$ cat config.mk
export PLATFORM = sky130hd
export DESIGN_NAME = shift_reg_arbiter_ctrl
export DESIGN_NICKNAME = d
export VERILOG_FILES = /design/src/rtl/shift_ctrl_pkg.sv /design/src/rtl/shift_reg_arbiter_ctrl_sreg.sv /design/src/rtl/shift_reg_arbiter_ctrl.sv
export SDC_FILE = /design/constraint.sdc
export NUM_CORES = 1
export LEC_CHECK = 0
export CAP_MARGIN = 10
export CORE_UTILIZATION = 53
export DETAILED_ROUTE_END_ITERATION = 8
export PLACE_DENSITY = 0.83
export REMOVE_ABC_BUFFERS = 1
export SKIP_LAST_GASP = 1
export SLEW_MARGIN = 20
export SYNTH_ARGS = -nofsm -noshare
export SYNTH_HDL_FRONTEND = slang
export SYNTH_SLANG_ARGS = --single-unit
$ cat constraint.sdc
create_clock -name clk -period 2.8 [get_ports clk]
set_input_delay 0.56 -clock clk [delete_from_list [all_inputs] [get_ports clk]]
set_output_delay 0.56 -clock clk [all_outputs]
set_load 0.03 [all_outputs]
$ cat src/rtl/shift_ctrl_pkg.sv
// Shared types for the shift-register arbiter controller.
// Contents: controller state enum and requester id (used as the priority flag).
// No logic; imported by the controller and its shift register.
package shift_ctrl_pkg;

  typedef enum logic [1:0] {
    IDLE     = 2'd0,
    TX_SHIFT = 2'd1,
    RX_SHIFT = 2'd2,
    RX_HOLD  = 2'd3
  } ctrl_state_t;

  typedef enum logic {
    REQ_TX = 1'b0,
    REQ_RX = 1'b1
  } req_id_t;

endpackage

$ cat src/rtl/shift_reg_arbiter_ctrl_sreg.sv
// Parallel/serial shift register: parallel load when SEL=0, shift right when SEL=1.
// Latency: one clock; Din_serie enters the MSB on a shift.
// Backpressure: none; the register is loaded or shifted every cycle.
// Ports: clk, reset (async, active-high), SEL, Din_serie, Din[WIDTH], Dout[WIDTH].
module RegistradorPareleloSerial
  import shift_ctrl_pkg::*;
#(
  parameter int WIDTH = 4
) (
  input  logic             clk,
  input  logic             reset,
  input  logic             SEL,
  input  logic             Din_serie,
  input  logic [WIDTH-1:0] Din,
  output logic [WIDTH-1:0] Dout
);

  logic [WIDTH-1:0] data_q;

  always_ff @(posedge clk or posedge reset) begin
    if (reset) begin
      data_q <= '0;
    end else if (SEL) begin
      data_q <= {Din_serie, data_q[WIDTH-1:1]};
    end else begin
      data_q <= Din;
    end
  end

  assign Dout = data_q;

endmodule

$ cat src/rtl/shift_reg_arbiter_ctrl.sv
// Shares one shift register between a TX producer and an RX consumer, round-robin.
// Latency: TX accept in the grant cycle, N_BITS*BIT_CYCLES shift cycles, then IDLE.
// Backpressure: received word holds in RX_HOLD until rx_ready; tx_ready only in IDLE.
// Ports: clk, reset, tx_valid/tx_data/tx_ready, rx_req, rx_valid/rx_data/rx_ready,
//        serial_in, serial_out (idle high), busy.
module shift_reg_arbiter_ctrl
  import shift_ctrl_pkg::*;
#(
  parameter int N_BITS     = 4,
  parameter int BIT_CYCLES = 1
) (
  input  logic              clk,
  input  logic              reset,
  input  logic              tx_valid,
  input  logic [N_BITS-1:0] tx_data,
  output logic              tx_ready,
  input  logic              rx_req,
  output logic              rx_valid,
  output logic [N_BITS-1:0] rx_data,
  input  logic              rx_ready,
  input  logic              serial_in,
  output logic              serial_out,
  output logic              busy
);

  localparam int BW = $clog2(N_BITS + 1);
  localparam int CW = (BIT_CYCLES > 1) ? $clog2(BIT_CYCLES) : 1;
  localparam logic [BW-1:0] BIT_LAST = BW'(N_BITS - 1);
  localparam logic [CW-1:0] CYC_LAST = CW'(BIT_CYCLES - 1);

  ctrl_state_t       state_q;
  logic [BW-1:0]     bit_cnt_q;
  logic [CW-1:0]     cyc_cnt_q;
  req_id_t           prio_q;
  logic              busy_q;
  logic              rx_valid_q;

  logic [N_BITS-1:0] sr_dout;
  logic [N_BITS-1:0] sr_din;
  logic              sr_sel;
  logic              sr_din_serie;

  logic              in_idle;
  logic              grant_tx;
  logic              grant_rx;
  logic              bit_end;
  logic              last_bit;

  always_comb begin
    in_idle  = (state_q == IDLE) && !reset;
    grant_tx = in_idle && tx_valid && (!rx_req || (prio_q == REQ_TX));
    grant_rx = in_idle && rx_req && (!tx_valid || (prio_q == REQ_RX));
    // A bit period ends on the last cycle of its BIT_CYCLES window.
    bit_end  = ((state_q == TX_SHIFT) || (state_q == RX_SHIFT)) && (cyc_cnt_q == CYC_LAST);
    last_bit = bit_end && (bit_cnt_q == BIT_LAST);
    // Outside a shift the register reloads itself, which is how it holds.
    sr_sel       = bit_end;
    sr_din_serie = (state_q == RX_SHIFT) && serial_in;
    sr_din       = grant_tx ? tx_data : sr_dout;
  end

  always_ff @(posedge clk or posedge reset) begin
    if (reset) begin
      state_q    <= IDLE;
      bit_cnt_q  <= '0;
      cyc_cnt_q  <= '0;
      prio_q     <= REQ_TX;
      busy_q     <= 1'b0;
      rx_valid_q <= 1'b0;
    end else begin
      case (state_q)
        IDLE: begin
          if (grant_tx) begin
            state_q <= TX_SHIFT;
            busy_q  <= 1'b1;
          end else if (grant_rx) begin
            state_q <= RX_SHIFT;
            busy_q  <= 1'b1;
          end
          if (grant_tx || grant_rx) begin
            bit_cnt_q <= '0;
            cyc_cnt_q <= '0;
            prio_q    <= grant_tx ? REQ_RX : REQ_TX;
          end
        end
        TX_SHIFT, RX_SHIFT: begin
          if (bit_end) begin
            cyc_cnt_q <= '0;
            bit_cnt_q <= bit_cnt_q + BW'(1);
          end else begin
            cyc_cnt_q <= cyc_cnt_q + CW'(1);
          end
          if (last_bit) begin
            if (state_q == TX_SHIFT) begin
              state_q <= IDLE;
              busy_q  <= 1'b0;
            end else begin
              state_q    <= RX_HOLD;
              rx_valid_q <= 1'b1;
            end
          end
        end
        RX_HOLD: begin
          if (rx_ready) begin
            state_q    <= IDLE;
            busy_q     <= 1'b0;
            rx_valid_q <= 1'b0;
          end
        end
        default: state_q <= IDLE;
      endcase
    end
  end

  RegistradorPareleloSerial #(.WIDTH(N_BITS)) u_sreg (
    .clk      (clk),
    .reset    (reset),
    .SEL      (sr_sel),
    .Din_serie(sr_din_serie),
    .Din      (sr_din),
    .Dout     (sr_dout)
  );

  assign tx_ready   = grant_tx;
  assign rx_valid   = rx_valid_q;
  assign rx_data    = sr_dout;
  assign busy       = busy_q;
  assign serial_out = (state_q == TX_SHIFT) ? sr_dout[0] : 1'b1;

endmodule

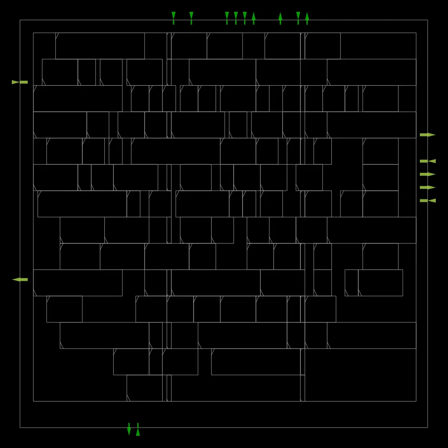
Run 1: cell placement
count of sequential standard cells: 13
# rows: 14
Filler cells: 109
proportion of cell area occupied by registers: 0.3020

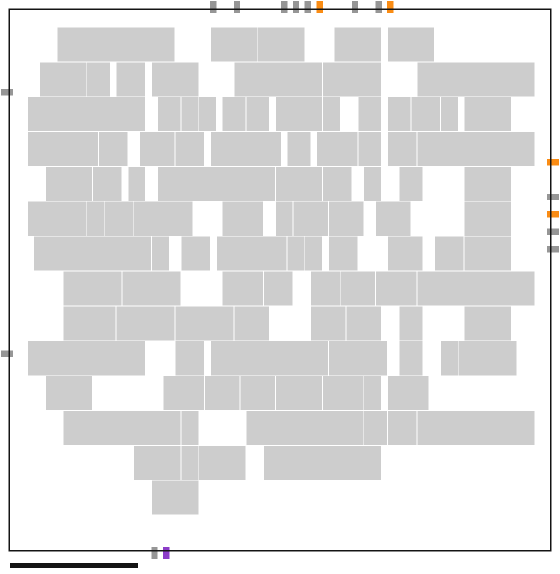
Run 1: pin placement
Scale bar: 10 um. Pins as bars across the die edge, other pins in grey.
| port | colour | pins | direction | edge |
|---|---|---|---|---|
| rx_data | orange | 4 | output | 2 right, 2 top |
| rx_ready | purple | 1 | input | bottom |
number of buffer cells added on primary ports: 17
Die H: 42.13 um
die width: 42.13 um

==> results.txt, run 1 <==
Results of the flow run.

The well tap count stands at 16. After detailed routing, the number of vias per cell comes to roughly 5.9. The layout report lists the combined flip-flop and latch area as about 330 sq um. The capture point of the worst register-to-register path is recorded as busy. The logic depth of the worst path, buffers included stands at 4. The most common logic cells in the final layout are 16 x sky130_fd_sc_hd__clkdlybuf4s50_1, 13 x sky130_fd_sc_hd__dfrtp_1, 8 x sky130_fd_sc_hd__ha_1, 7 x sky130_fd_sc_hd__nand3_1. The number of placed instances, taps included, is 118. The maximum number of buffers from clock root to sink stands at 2.

In this design, the largest share of critical-path delay is due to buffers and inverters. Once the clock tree was built, the setup fixing pass inserted 0 buffers. The post-place setup slack stands at 0.1586 ns. By instance count, the leading cell after synthesis is sky130_fd_sc_hd__dfrtp_1.

The area of the multi-input gates stands at 495.5 sq um. The cell area that synthesis handed to floorplanning was 853.3 sq um. The layout has 4 clock buffers.

The clock tree cell share of total cell area stands at 0.02439. For the pin with the worst max-slew slack, the measured transition is 0.5039 ns. For this block, the routed nets add up to 1775 um of wire.

The critical path is of the reg2out type. Summing over the stages, the warning tally comes to 30. The summed standard-cell area reported by yosys stands at between 800 and 900 sq um. Per the OpenROAD floorplan log, the area of the die is 1775 sq um.

The number of hold violations in the final report stands at 0. Summing all non-filler instances in the final layout gives an area of 1077 sq um. Of the total power, combinational logic draws 0.618.

Counting every sink on the clock net gives 13. In the synthesized netlist the async set-or-reset flop fraction comes to 1.000. The multi-input logic cell count stands at 64. Per the run report, area growth between synthesis and finish was 26.25%. The worst clock skew on the final layout stands at about 0.0033 ns. The maximum frequency from static timing analysis stands at 424.2 MHz. The leakage power in the latest report is 0.0004816 uW. The worst VDD IR drop from the latest analysis is about 0.00071 V.

The violation tally from detailed-route iteration zero stands at 20. Of the total power, the share spent switching nets is 0.4499. Non-clock inverters in the final layout number 6. Setup total negative slack on the finished layout was measured at 0 ns. The layout report lists the non-clock buffer share of cell area as 0.1742.

In this run the count of I/O pins placed on the die edge is 18. The cell type that accounts for the most area after synthesis is sky130_fd_sc_hd__dfrtp_1. Summed over all layers, the global routing overflow is 0. The total number of H-tree levels stands at 1.

In this run the worst path has a maximum fanout of 5. For reference, the post-synthesis area per instance comes to 10.04 sq um. TritonCTS built the clock tree. Per the area breakdown, the dominant cell category is multi-input combinational cells. The switching component of the power stands at around 550 uW. Entering global routing, the biggest net connects 14 pins.

Before antenna repair, the detailed router went through 6 iterations. Counting instances in the post-synthesis netlist gives the leading cell types as 13 x sky130_fd_sc_hd__dfrtp_1, 8 x sky130_fd_sc_hd__ha_1, 7 x sky130_fd_sc_hd__nand3_1. The share of total power dissipated in sequential elements is 0.284. The number of maximum-capacitance violations stands at 0. The initial antenna violation count was 0. The number of antenna diodes in the final layout is 0. Hold analysis shows the worst path with a depth of 1. After its last routability iteration, the placer logged a weighted congestion of 0.7310. The run finished with clean final reports. The total power stands at 1223 uW.

The global routing report lists combined usage of all routing layers as 0.2344. Across all hold checks on the routed design, the worst slack comes to roughly 0.51 ns. The worst register-to-register path begins at state_q[1].

The longest incremental delay of any stage on the critical path is reported as 0.66 ns. The fraction of the cycle the final worst path needs stands at 0.8419. In this run the clock root is driven by a sky130_fd_sc_hd__clkbuf_4. The min-delay analysis places its worst path in the category reg2reg. Yosys stat counts 85 cells in the synthesized netlist. The slack of the worst reg-to-reg path stands at ~0.9 ns.
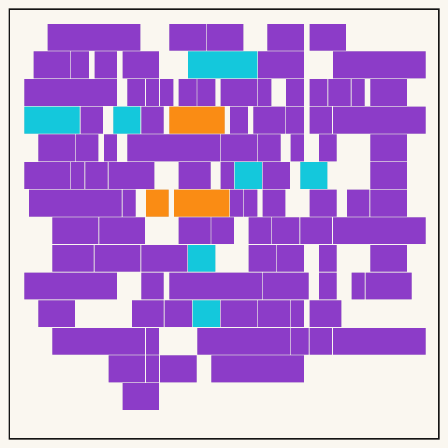
Run 1: cells by drive strength
| size | colour | cells | share |
|---|---|---|---|
| x1 and smaller | purple | 96 | 91% |
| x3 and x4 | cyan | 7 | 6.6% |
| x2 | orange | 3 | 2.8% |
Repair and plain buffers: 19
worst path setup slack after routing: 0.4426 ns

## run 1: kinds of logic (layout without fill, tap and decap cells)
logic type,Yosys count,in the layout,synth area share
AOI/OAI and AO/OA,23,23,0.2200
and+or+nand+nor,29,29,0.1892
adders and majority gates,8,8,0.1173
buffers and inverters,8,29,0.03812
muxes,4,4,0.05425
DFF,13,13,0.3812
## run 1: routing by layer
metal  wire, um  track usage
met1        803       0.3113
met2        842       0.3531
met3         97      0.06034
met4         31       0.1188
met5          0            0
## run 1: power groups by stage
stage                     sequential (uW)  combinational, uW  clock (uW)
final                                 348                757         119
after global routing                  361                837         129
after CTS                             348                761         121
after detailed placement              351                759           0
after global placement                350                743           0
after floorplan                       421                467           0
Run 1, cell area per tile:
8 x 8 tiles, from white (low) to dark blue (high), 0 to 100% covered.
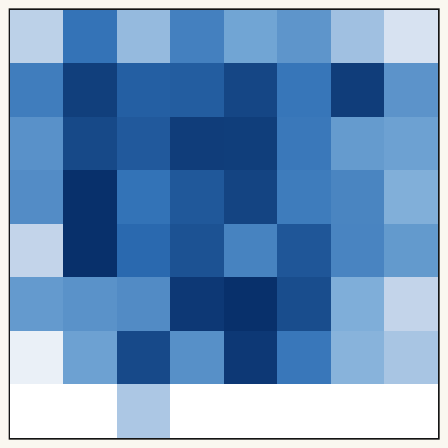

## Run 2: what changed since run 1
CORE_UTILIZATION = 44   (was 53)
PLACE_DENSITY = 0.73   (was 0.83)
clock period = 1.9 ns   (was 2.8 ns; I/O delays follow)
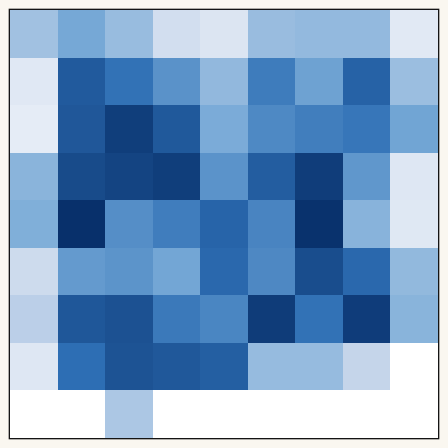
Run 2: cell area per tile
9 x 9 tiles, from white (low) to dark blue (high), 0 to 100% covered.
mean over tiles: 53%
nearly empty tiles: 11%
fullest tile: 100%
densest ninth of the die: centre
tiles over 75% full: 30%
emptiest ninth of the die: lower right
initial core utilization: 0.4837
share of the core filled with cells in the final layout: 0.6511

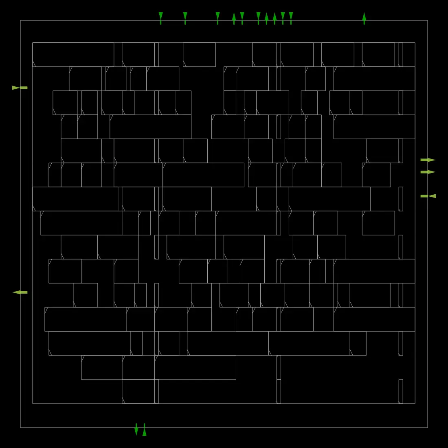
Run 2: cell placement
Core Footprint: 1764 sq um
tally of non-filler cells in the final layout: 136
tap cells: 25
Filler cells: 158
# rows: 15

==> run 2 against run 1 <==
Clock-buffer cell count stayed put. Register-to-register slack worse by 0.74 ns. Sequential share of layout area is 1.8 points lower. Critical path depth stayed put. Via count is 1.4% higher. Non-clock buffer count is 5 higher. Sequential power is 49% higher. Worst setup slack worse by 0.31 ns.
==> results.txt, run 2 <==
Results of the flow run.

The run finished with clean final reports. The violation tally from detailed-route iteration zero stands at 17 (-15%). The part of the power in combinational logic stands at 0.648 (+0.030).

The number of buffers created by CTS stands at 3. The number of instances in the placed design stands at 129 (+9.3%). Among cell families on the critical path, the largest total delay comes from buffers and inverters. For reference, the most critical setup path is categorized as in2out. The last weighted congestion value of the routability-driven placer is 0.8343 (+14%). The setup TNS after final layout was 0 ns (unchanged). The slack of the worst reg-to-reg path stands at 0.16 ns (-0.74 ns). The aggregate routed wire length stands at 1895 um (+6.8%). The count of plain and timing-repair buffers stands at 24 (+5). The number of ports placed on the die boundary stands at 18 (unchanged).

The total power is 1976 uW (+62%). Static timing analysis puts the maximum clock frequency at 566.9 MHz. The global routing usage summed across all routing layers stands at 0.2065 (-0.02786). The group that draws the most power in this run is combinational cells. The sequential cell count stands at 13 (unchanged). The cell area after layout came to 1149 sq um (+6.6%).

The net switching fraction of the power stands at 0.4371 (-0.01280). The post-synthesis area per instance was 10.04 sq um (unchanged). The layout overhead on the synthesized area stands at 34.60%. The proportion of register bits with asynchronous set or reset after synthesis stands at 1.000 (unchanged). Checking hold timing, the worst path is listed with class reg2reg. The non-clock buffering overhead in the final layout came to 0.1906 (+0.01642).

The stage delay of the slowest cell on the critical path stands at 0.56 ns (-0.10 ns). The clock buffer count was 4 (unchanged). The sequential share of power stands at 0.263 (-0.021). The final critical-path setup slack stands at 0.1361 ns (-0.3065 ns).

The detailed-router iteration count before antenna repair stands at 4 (-2). The highest fanout seen on the critical path was 5 (unchanged). The maximum number of pins on one net before global-route repair was 14 (unchanged). The number of hold violations in the final report came to 0 (unchanged). The die width is 46.04 um (+9.3%). The area of the multi-input gates was 520.5 sq um (+5.1%).

The multi-input logic cell count was 64 (unchanged). The reported sequential group power stands at 519 uW (+49%). The routed via count divided by cell count stands at 5.382 (-9.1%). The worst IR drop on VDD was 0.001056 V (+50%). The count of input and output buffers was 17 (unchanged).

The worst clock skew on the final layout was 0.004067 ns (+0.0008135 ns). CTS placed an instance of sky130_fd_sc_hd__clkbuf_4 at the clock tree root. TritonCTS built the clock tree. The summed standard-cell area reported by yosys was 853.3 sq um (unchanged). The cell count in the Yosys report was 85 (unchanged). STA lists the startpoint of the worst register-to-register path as state_q[1].

The netlist area before placement stands at 853.3 sq um (unchanged). The share of the final layout cell area in sequential cells came to 0.2843 (-0.01766). The number of maximum-capacitance violations was 0 (unchanged). The OpenROAD warning count stands at 31 (+3.3%). The count of inverters other than clock inverters in the layout stands at 6 (unchanged). The power in combinational cells is 1280 uW (+69%). The count of antenna diodes in the layout came to 0 (unchanged). The main area contributors are sky130_fd_sc_hd__dfrtp_1 38%, sky130_fd_sc_hd__ha_1 12%, sky130_fd_sc_hd__a31oi_1 4.4%. The synthesis stats list as the most numerous cell sky130_fd_sc_hd__dfrtp_1.

The aggregate global routing overflow stands at 0 (unchanged). The clock tree cell share of total cell area stands at 0.02288 (-0.001514). The required time at the endpoint of the critical path stands at 1.52 ns. The clock sink count is 13 (unchanged). The overall die height stands at 46.04 um (+9.3%). The initial antenna violation count is 0 (unchanged). The total number of H-tree levels came to 1 (unchanged). The worst hold slack came to 0.4969 ns (-0.009094 ns). The post-place setup slack was 0.01912 ns (-0.1395 ns). Sorting the synthesized cells by how often they occur yields 13 x sky130_fd_sc_hd__dfrtp_1, 8 x sky130_fd_sc_hd__ha_1, 7 x sky130_fd_sc_hd__nand3_1. Sorting the Yosys area breakdown by cell type puts at the top sky130_fd_sc_hd__dfrtp_1.

Post-route period utilization is reported as 0.9284. The static leakage stands at 0.0004854 uW (+0.79%). The count of cells along the worst hold path stands at 1 (unchanged).

The logic depth of the worst path, buffers included stands at 4 (unchanged). The overall die area came to 2120 sq um (+19%). The switching component of the power was 863.6 uW (+57%). The area occupied by registers was 326.6 sq um (+0.38%). The maximum number of buffers from clock root to sink stands at 2 (unchanged). The actual slew at the worst max-slew pin is 0.5312 ns (+0.02726 ns).
==> run 2: logic make-up (layout without fill, tap and decap cells) <==
group                      count (synthesis)  after routing  share of synthesized area
adders and majority gates                  8              8                     0.1173
DFF                                       13             13                     0.3812
buffers and inverters                      8             34                    0.03812
muxes                                      4              4                    0.05425
and+or+nand+nor                           29             29                     0.1892
AOI/OAI and AO/OA                         23             23                     0.2200
==> run 2: routing by layer <==
layer,up-vias,global-route usage,routed length (um)
li1,367,-,-
met5,-,0,0
met3,3,0.07143,78
met2,15,0.3070,869
met1,347,0.2833,932
met4,0,0.05294,14
==> run 2: timing repair <==
action,4_1_cts,5_1_grt
endpoints found under the setup margin,2,2
setup buffers,0,3
gates resized,3,6
hold endpoints to repair,0,0
Power figures rest on the tool's default switching activity, not on a simulated workload.
